### src/rtl/lsm_seq_engine_pkg.sv
// Shared encodings for the load/store-multiple sequencer: FSM states,
// transfer direction constants and the latched transfer mode.
package lsm_seq_engine_pkg;

    localparam logic [1:0] ST_IDLE = 2'd0;
    localparam logic [1:0] ST_XFER = 2'd1;
    localparam logic [1:0] ST_DONE = 2'd2;

    localparam logic DIR_UP   = 1'b0;
    localparam logic DIR_DOWN = 1'b1;

    typedef struct packed {
        logic is_load;
        logic descend;
    } lsm_mode_t;

endpackage

### src/rtl/lsm_seq_engine_if.sv
// Bundle of control, memory-port and register-file signals around the sequencer.
// The slave modport is the engine's view; master is the surrounding system.
interface lsm_seq_engine_if #(
    parameter int DATA_W = 16,
    parameter int ADDR_W = 16,
    parameter int NREGS  = 8,
    parameter int IDX_W  = 3
);
    logic              start;
    logic              is_load;
    logic              descend;
    logic [ADDR_W-1:0] base_addr;
    logic [NREGS-1:0]  reg_mask;
    logic              busy;
    logic              done;
    logic [ADDR_W-1:0] final_addr;
    logic              mem_req;
    logic              mem_we;
    logic [ADDR_W-1:0] mem_addr;
    logic [DATA_W-1:0] mem_wdata;
    logic [DATA_W-1:0] mem_rdata;
    logic              mem_ready;
    logic [IDX_W-1:0]  rf_idx;
    logic [DATA_W-1:0] rf_rd_data;
    logic              rf_we;
    logic [DATA_W-1:0] rf_wr_data;

    modport slave (
        input  start, is_load, descend, base_addr, reg_mask,
        input  mem_rdata, mem_ready, rf_rd_data,
        output busy, done, final_addr,
        output mem_req, mem_we, mem_addr, mem_wdata,
        output rf_idx, rf_we, rf_wr_data
    );

    modport master (
        output start, is_load, descend, base_addr, reg_mask,
        output mem_rdata, mem_ready, rf_rd_data,
        input  busy, done, final_addr,
        input  mem_req, mem_we, mem_addr, mem_wdata,
        input  rf_idx, rf_we, rf_wr_data
    );

endinterface

### src/rtl/lsm_seq_engine_prio_enc.sv
// Register-mask priority encoder: lowest set bit when ascending, highest when
// descending. Purely combinational so the decoder can reuse it for legality checks.
module lsm_prio_enc #(
    parameter int NREGS = 8,
    parameter int IDX_W = $clog2(NREGS)
) (
    input  logic [NREGS-1:0] mask_i,
    input  logic             descend_i,
    output logic [IDX_W-1:0] idx_o,
    output logic             valid_o
);
    import lsm_seq_engine_pkg::*;

    always_comb begin
        idx_o   = '0;
        valid_o = |mask_i;
        // Later loop iterations win, so scan order picks the priority end.
        if (descend_i == DIR_DOWN) begin
            for (int i = 0; i < NREGS; i++) begin
                if (mask_i[i]) idx_o = IDX_W'(i);
            end
        end else begin
            for (int i = NREGS - 1; i >= 0; i--) begin
                if (mask_i[i]) idx_o = IDX_W'(i);
            end
        end
    end

endmodule

### src/rtl/lsm_seq_engine.sv
// Load-multiple / store-multiple sequencer: walks a register mask and issues one
// memory access per set bit, stalling on mem_ready, then pulses done.
module lsm_seq_engine #(
    parameter int DATA_W = 16,
    parameter int ADDR_W = 16,
    parameter int NREGS  = 8,
    parameter int IDX_W  = $clog2(NREGS)
) (
    input  logic              clk,
    input  logic              reset,
    lsm_seq_engine_if.slave   bus
);
    import lsm_seq_engine_pkg::*;

    logic [1:0]        state_q, state_d;
    logic [NREGS-1:0]  mask_q, mask_d;
    logic [ADDR_W-1:0] addr_q, addr_d;
    logic [ADDR_W-1:0] final_q;
    lsm_mode_t         mode_q, mode_d;

    logic [IDX_W-1:0]  cur_idx;
    logic              cur_valid;
    logic [NREGS-1:0]  cur_bit;
    logic              xfer;

    lsm_prio_enc #(.NREGS(NREGS), .IDX_W(IDX_W)) u_prio_enc (
        .mask_i    (mask_q),
        .descend_i (mode_q.descend),
        .idx_o     (cur_idx),
        .valid_o   (cur_valid)
    );

    assign xfer = (state_q == ST_XFER);

    always_comb begin
        state_d = state_q;
        mask_d  = mask_q;
        addr_d  = addr_q;
        mode_d  = mode_q;
        cur_bit = '0;
        cur_bit[cur_idx] = 1'b1;
        case (state_q)
            ST_IDLE: begin
                if (bus.start) begin
                    mode_d.is_load = bus.is_load;
                    mode_d.descend = bus.descend;
                    mask_d         = bus.reg_mask;
                    addr_d         = bus.base_addr;
                    state_d        = (bus.reg_mask == '0) ? ST_DONE : ST_XFER;
                end
            end
            ST_XFER: begin
                if (bus.mem_ready && cur_valid) begin
                    mask_d = mask_q & ~cur_bit;
                    // Address arithmetic wraps naturally modulo 2^ADDR_W.
                    addr_d = (mode_q.descend == DIR_DOWN) ? addr_q - 1'b1 : addr_q + 1'b1;
                    if (mask_d == '0) state_d = ST_DONE;
                end
            end
            ST_DONE: state_d = ST_IDLE;
            default: state_d = ST_IDLE;
        endcase
    end

    always_ff @(posedge clk or negedge reset) begin
        if (!reset) begin
            state_q <= ST_IDLE;
            mask_q  <= '0;
            addr_q  <= '0;
            final_q <= '0;
            mode_q  <= '0;
        end else begin
            state_q <= state_d;
            mask_q  <= mask_d;
            addr_q  <= addr_d;
            mode_q  <= mode_d;
            // Load on DONE entry so the value is valid during the done pulse.
            if (state_d == ST_DONE) final_q <= addr_d;
        end
    end

    // Data outputs are gated to zero outside XFER so an abort leaves a quiet bus.
    assign bus.busy       = (state_q != ST_IDLE);
    assign bus.done       = (state_q == ST_DONE);
    assign bus.final_addr = final_q;
    assign bus.mem_req    = xfer;
    assign bus.mem_we     = xfer & ~mode_q.is_load;
    assign bus.mem_addr   = xfer ? addr_q : '0;
    assign bus.mem_wdata  = xfer ? bus.rf_rd_data : '0;
    assign bus.rf_idx     = xfer ? cur_idx : '0;
    assign bus.rf_we      = xfer & mode_q.is_load & bus.mem_ready;
    assign bus.rf_wr_data = xfer ? bus.mem_rdata : '0;

endmodule

### src/flat_wrapper.sv
// flat-port wrapper written by rule: the top's interface ports become plain ports
module lsm_seq_engine_flat import lsm_seq_engine_pkg::*;
#(
    parameter int DATA_W = 16,
    parameter int ADDR_W = 16,
    parameter int NREGS  = 8,
    parameter int IDX_W  = $clog2(NREGS)
)
  (clk, reset, bus_start, bus_is_load, bus_descend, bus_base_addr, bus_reg_mask, bus_mem_rdata, bus_mem_ready, bus_rf_rd_data, bus_busy, bus_done, bus_final_addr, bus_mem_req, bus_mem_we, bus_mem_addr, bus_mem_wdata, bus_rf_idx, bus_rf_we, bus_rf_wr_data);
  lsm_seq_engine_if #(.DATA_W(DATA_W), .ADDR_W(ADDR_W), .NREGS(NREGS), .IDX_W(IDX_W)) bus_i ();
  input  logic clk;
  input  logic reset;
  input wire logic [$bits(bus_i.start)-1:0] bus_start;
  input wire logic [$bits(bus_i.is_load)-1:0] bus_is_load;
  input wire logic [$bits(bus_i.descend)-1:0] bus_descend;
  input wire logic [$bits(bus_i.base_addr)-1:0] bus_base_addr;
  input wire logic [$bits(bus_i.reg_mask)-1:0] bus_reg_mask;
  input wire logic [$bits(bus_i.mem_rdata)-1:0] bus_mem_rdata;
  input wire logic [$bits(bus_i.mem_ready)-1:0] bus_mem_ready;
  input wire logic [$bits(bus_i.rf_rd_data)-1:0] bus_rf_rd_data;
  output wire logic [$bits(bus_i.busy)-1:0] bus_busy;
  output wire logic [$bits(bus_i.done)-1:0] bus_done;
  output wire logic [$bits(bus_i.final_addr)-1:0] bus_final_addr;
  output wire logic [$bits(bus_i.mem_req)-1:0] bus_mem_req;
  output wire logic [$bits(bus_i.mem_we)-1:0] bus_mem_we;
  output wire logic [$bits(bus_i.mem_addr)-1:0] bus_mem_addr;
  output wire logic [$bits(bus_i.mem_wdata)-1:0] bus_mem_wdata;
  output wire logic [$bits(bus_i.rf_idx)-1:0] bus_rf_idx;
  output wire logic [$bits(bus_i.rf_we)-1:0] bus_rf_we;
  output wire logic [$bits(bus_i.rf_wr_data)-1:0] bus_rf_wr_data;
  assign bus_i.start = bus_start;
  assign bus_i.is_load = bus_is_load;
  assign bus_i.descend = bus_descend;
  assign bus_i.base_addr = bus_base_addr;
  assign bus_i.reg_mask = bus_reg_mask;
  assign bus_i.mem_rdata = bus_mem_rdata;
  assign bus_i.mem_ready = bus_mem_ready;
  assign bus_i.rf_rd_data = bus_rf_rd_data;
  assign bus_busy = bus_i.busy;
  assign bus_done = bus_i.done;
  assign bus_final_addr = bus_i.final_addr;
  assign bus_mem_req = bus_i.mem_req;
  assign bus_mem_we = bus_i.mem_we;
  assign bus_mem_addr = bus_i.mem_addr;
  assign bus_mem_wdata = bus_i.mem_wdata;
  assign bus_rf_idx = bus_i.rf_idx;
  assign bus_rf_we = bus_i.rf_we;
  assign bus_rf_wr_data = bus_i.rf_wr_data;
  lsm_seq_engine #(.DATA_W(DATA_W), .ADDR_W(ADDR_W), .NREGS(NREGS), .IDX_W(IDX_W)) u_core (.clk(clk), .reset(reset), .bus(bus_i));
endmodule
### config.mk
export PLATFORM = sky130hd
export DESIGN_NAME = lsm_seq_engine_flat
export DESIGN_NICKNAME = d
export VERILOG_FILES = /design/src/rtl/lsm_seq_engine_pkg.sv /design/src/rtl/lsm_seq_engine_if.sv /design/src/rtl/lsm_seq_engine_prio_enc.sv /design/src/rtl/lsm_seq_engine.sv /design/src/flat_wrapper.sv
export SDC_FILE = /design/constraint.sdc
export NUM_CORES = 1
export LEC_CHECK = 0
export ABC_CLOCK_PERIOD_IN_PS = 3900
export CAP_MARGIN = 10
export CELL_PAD_IN_SITES_DETAIL_PLACEMENT = 1
export CELL_PAD_IN_SITES_GLOBAL_PLACEMENT = 2
export CORE_ASPECT_RATIO = 1.2
export CORE_MARGIN = 1.5
export CORE_UTILIZATION = 25
export DETAILED_ROUTE_END_ITERATION = 7
export PLACE_DENSITY_LB_ADDON = 0.1
export RECOVER_POWER = 25
export SLEW_MARGIN = 0
export SYNTH_ARGS = -nofsm -noshare
export SYNTH_HDL_FRONTEND = slang
export SYNTH_SLANG_ARGS = --single-unit
### constraint.sdc
create_clock -name clk -period 3.9 [get_ports clk]
set_clock_uncertainty 0.1 [all_clocks]
set_input_delay 0.78 -clock clk [delete_from_list [all_inputs] [get_ports clk]]
set_output_delay 0.78 -clock clk [all_outputs]
set_load 0.02 [all_outputs]
Fig. 1: run 1, metal 1
Cells faint in the background.
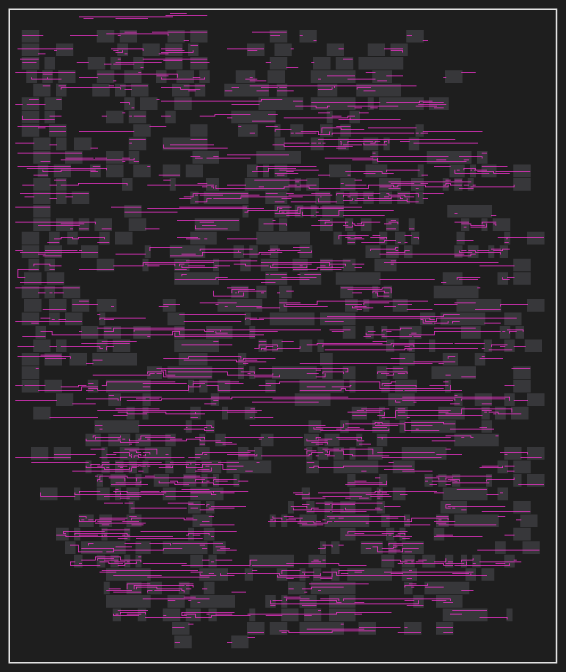
nets with wire on the layer	537
main direction	horizontal
longest straight run	36.8 um
wire length on this layer	5720 um

Fig. 2: run 1, M2 wires
The bar under the picture is 20 um long.
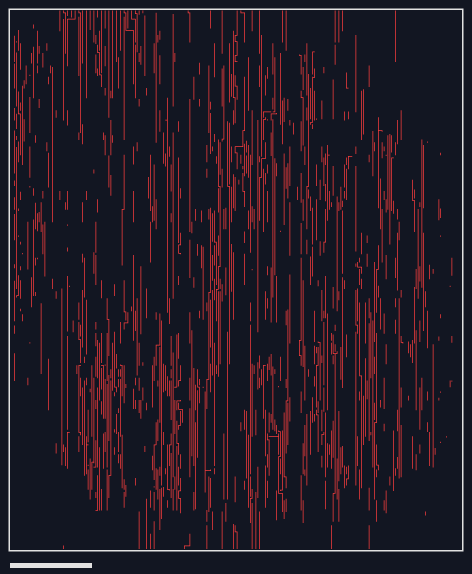
main direction	vertical
share of all routed wire	49%
longest straight run	52.4 um
nets with wire on the layer	528

Fig. 3: run 1, the metal 3 layer
The bar under the picture is 20 um long.
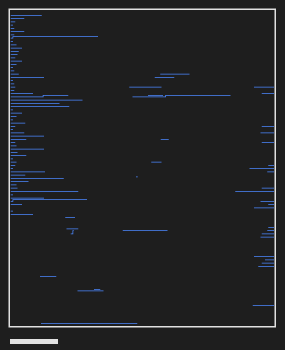
main direction	horizontal
nets with wire on the layer	95

==> run 1: critical path: cells and delay by family (launching register included) <==
family | cells | cell delay [ns]
buffers and inverters | 1 | 0.63
DFF | 1 | 0.49
AOI/OAI and AO/OA | 2 | 0.29
and+or+nand+nor | 3 | 0.78
==> run 1: kinds of logic after synthesis <==
logic type / Yosys count
AND/OR/NAND/NOR: 155
multiplexers: 21
adder cells (fa/ha/maj): 15
AND-OR/OR-AND: 124
buffers and inverters: 30
XOR/XNOR: 9
flip-flops: 44
==> run 1: cell type report <==
cell class | instances | share of cell area, %
Tap cell | 168 | 4.042
Clock inverter | 2 | 0.6737
Clock buffer | 6 | 2.478
Inverter | 12 | 0.8662
Sequential cell | 44 | 21.17
Multi-Input combinational cell | 324 | 42.71
Timing Repair Buffer | 148 | 28.06
==> run 1: metal layers <==
| metal | vias to the layer above | global-route usage, % | share of wire [%] |
|---|---|---|---|
| met5 | - | 0 | 0 |
| met2 | 112 | 31.55 | 49 |
| li1 | 1701 | - | - |
| met3 | 6 | 3.905 | 5.7 |
| met1 | 1701 | 23.25 | 44 |
| met4 | 0 | 3.989 | 0.94 |
==> run 1: layout by cell type, fill, tap and decap left out, types with 7 or more instances in the layout <==
master / instances
dfrtp_1: 44
ha_1: 14
clkdlybuf4s50_1: 132
inv_1: 11
buf_4: 12
and2_1: 47
nor2b_1: 14
a22o_1: 7
a21oi_1: 33
a21o_1: 10
o21ai_0: 27
nand2_1: 21
nor2_1: 39
mux2_2: 8
mux2_4: 9
==> run 1: per-stage QoR <==
stage,utilization [%],area [um^2],worst slack (ns)
6_report,38.94,5200,0.5204
3_3_place_gp,37.75,5041,0.6315
4_1_cts,38.98,5205,0.5139
2_1_floorplan,-,3456,0.7724
3_5_place_dp,37.75,5041,0.6094
5_1_grt,38.94,5200,0.3439
==> run 1: state kept, by name (all words and copies together), names as in the netlist <==
| name | flops |
|---|---|
| u_core.addr_q | 16 |
| u_core.bus.final_addr | 16 |
| u_core.mask_q | 8 |
| u_core.mode_q | 2 |
| u_core.state_q | 2 |
==> run 1: path summary, 6_finish.rpt <==
| path | to |
|---|---|
| worst max-delay path | bus_rf_idx[0] |
| worst min-delay path | u_core.bus.final_addr[4] |
| worst max register to register | u_core.bus.final_addr[15] |
| worst min register to register | u_core.bus.final_addr[4] |
| max in group asynchronous | u_core.addr_q[2] |
| min in group asynchronous | u_core.bus.final_addr[14] |
==> run 1: power groups by stage <==
stage	logic [mW]	clock network [mW]	registers (mW)
6_report	3.96	0.488	0.918
5_1_grt	4.37	0.522	0.953
4_1_cts	4.00	0.505	0.919
3_5_place_dp	3.97	0	0.926
3_3_place_gp	3.97	0	0.920
2_1_floorplan	2.44	0	0.960
==> job_summary.md <==
## Synthesis and layout report

| Metric | Value |
|---|---|
| Status | `finished with violations` |
| Failing checks | `capacitance limit, slew limit` |
| Relative slew slack | `-67.17%` |
| Reg-to-reg setup timing slack | `about 0.61 ns` |
| Most frequent cell on the critical path | `nor2_1` |
| Worst ir drop on vdd | `between 300 and 400 uV` |
| Setup crit end kind | `output port` |
| Synth cell types | `~63` |
| Hpwl dp | `about 10000 um` |
| MUX share of area | `between 7 and 8%` |
| Resized Gates After CTS | `0` |
| Main synth FF type | `dfrtp_1` |
| Max-cap violations | `1` |
| Cts bufs inserted | `5` |
| Die X-Extent | `110.3 um` |
| Non-Filler Instances | `roughly 700` |
| Fa+ha+maj area frac | `5.648%` |
| Post-Syn Area | `around 3500 um^2` |
| Gpl congestion | `0.8631` |
| And+or+nand+nor area frac | `a little under a quarter` |
| Sequential share of power | `17.1%` |
| Crit. Startpoint | `u_core.mode_q[0]` |
| Vias per inst | `5.000` |
| Via Count | `3520` |
| Setup bufs post-CTS | `0` |
| Synthesized instance count | `between 300 and 400` |
| Synth top cell by count | `and2_1` |
| Top area cell types | `dfrtp_1 32%, and2_1 8.5%, ha_1 5.1%, a21oi_1 4.8%, nor2_1 4.2%` |
| Worst Setup Start Kind | `flop` |
| Iteration tally of the first detailed-router pass | `4` |
| Core ar. | `13350 um^2` |
| Int Pwr | `2.809 mW` |
| Share of post-route cells with drive strength above 1 | `10.07%` |
| Final Critical Period | `approximately 3.4 ns` |
| Worst Hold Path Cells | `1` |
| Top non-seq family | `AND-OR/OR-AND gates` |
| Final TNS setup | `0 ns` |
| Critical Path Max Stage Delay | `0.63 ns` |
| Reg2reg start | `u_core.mode_q[0]` |
| Initial antenna violation count | `0` |
| Final Max Tran Viols | `around 44` |
| Flip-flops with a built-in enable | `0` |
| Synth top cells by count | `47 x and2_1, 44 x dfrtp_1, 39 x nor2_1` |
| Post-synth net total | `475` |
| Hold Startpoint | `u_core.bus.final_addr[4]` |
| Clk network pwr share | `9.1%` |
| Final nets | `a little over 600` |
| Num rows | `46` |
| CTS Hold Bufs | `0` |
| Pin count of the biggest net entering global routing | `between 40 and 50` |
| Critical path class | `reg2out` |
| Crit-path cells | `nor4_1, o21ai_0, o31ai_1, nor2_1, nor2_1, clkdlybuf4s50_1` |
| Synthesized area per cell | `8.683 um^2` |
| First-pass GRT wire length | `slightly above 20000 um` |
| Fmax | `between 0.2 and 0.3 GHz` |
| Pwr Density | `~1000 nW/um^2` |
| DR WL/cell | `about 18 um` |
| YS chip area | `3456 um^2` |
| CTS tree | `built` |
| Final setup violation count | `0` |
| Logic area | `roughly 2200 um^2` |
| Root cell of the clock tree | `clkbuf_16` |
| Cell type with the largest total area | `dfrtp_1` |
| Ant diodes | `0` |
| Via count of the first global-routing pass | `a little under 4000` |
| Switching Power | `2.553 mW` |
| Insertion Delay late pin | `~0.29 ns` |
| Registers, synthesis | `about 44` |
| Worst reg-to-reg path cell count | `10` |
| Synth top area share | `a little under a third` |
| RSZ-0062 raised after global routing | `false` |
| Pleak | `2.179 nW` |
| Slowest library cell on the worst path | `clkdlybuf4s50_1` |
| Flop area | `1101 um^2` |
| Total die size | `between 10000 and 15000 um^2` |
| FP Util | `between 20% and 30%` |
| WHS | `~0.41 ns` |
| Log Warnings | `26` |
| PortBufs | `between 100 and 150` |
| H-tree depth | `2` |
| Drc violations | `0` |
| Final period utilization | `roughly 87%` |
| Critical Path AT | `~2.5 ns` |
| Yosys Warn Count | `0` |
| Ys async rst share | `100.0%` |
| Final Routed Wirelength | `between 10000 and 15000 um` |
| Clock Tree Buf Depth | `2` |
| Placed cell count | `~700` |
| Worst min path class | `reg2reg` |
| WP data required | `just over 3 ns` |
| Total GRT Usage | `18.34%` |
No activity file was given, so power comes from the tool's default toggle rates.
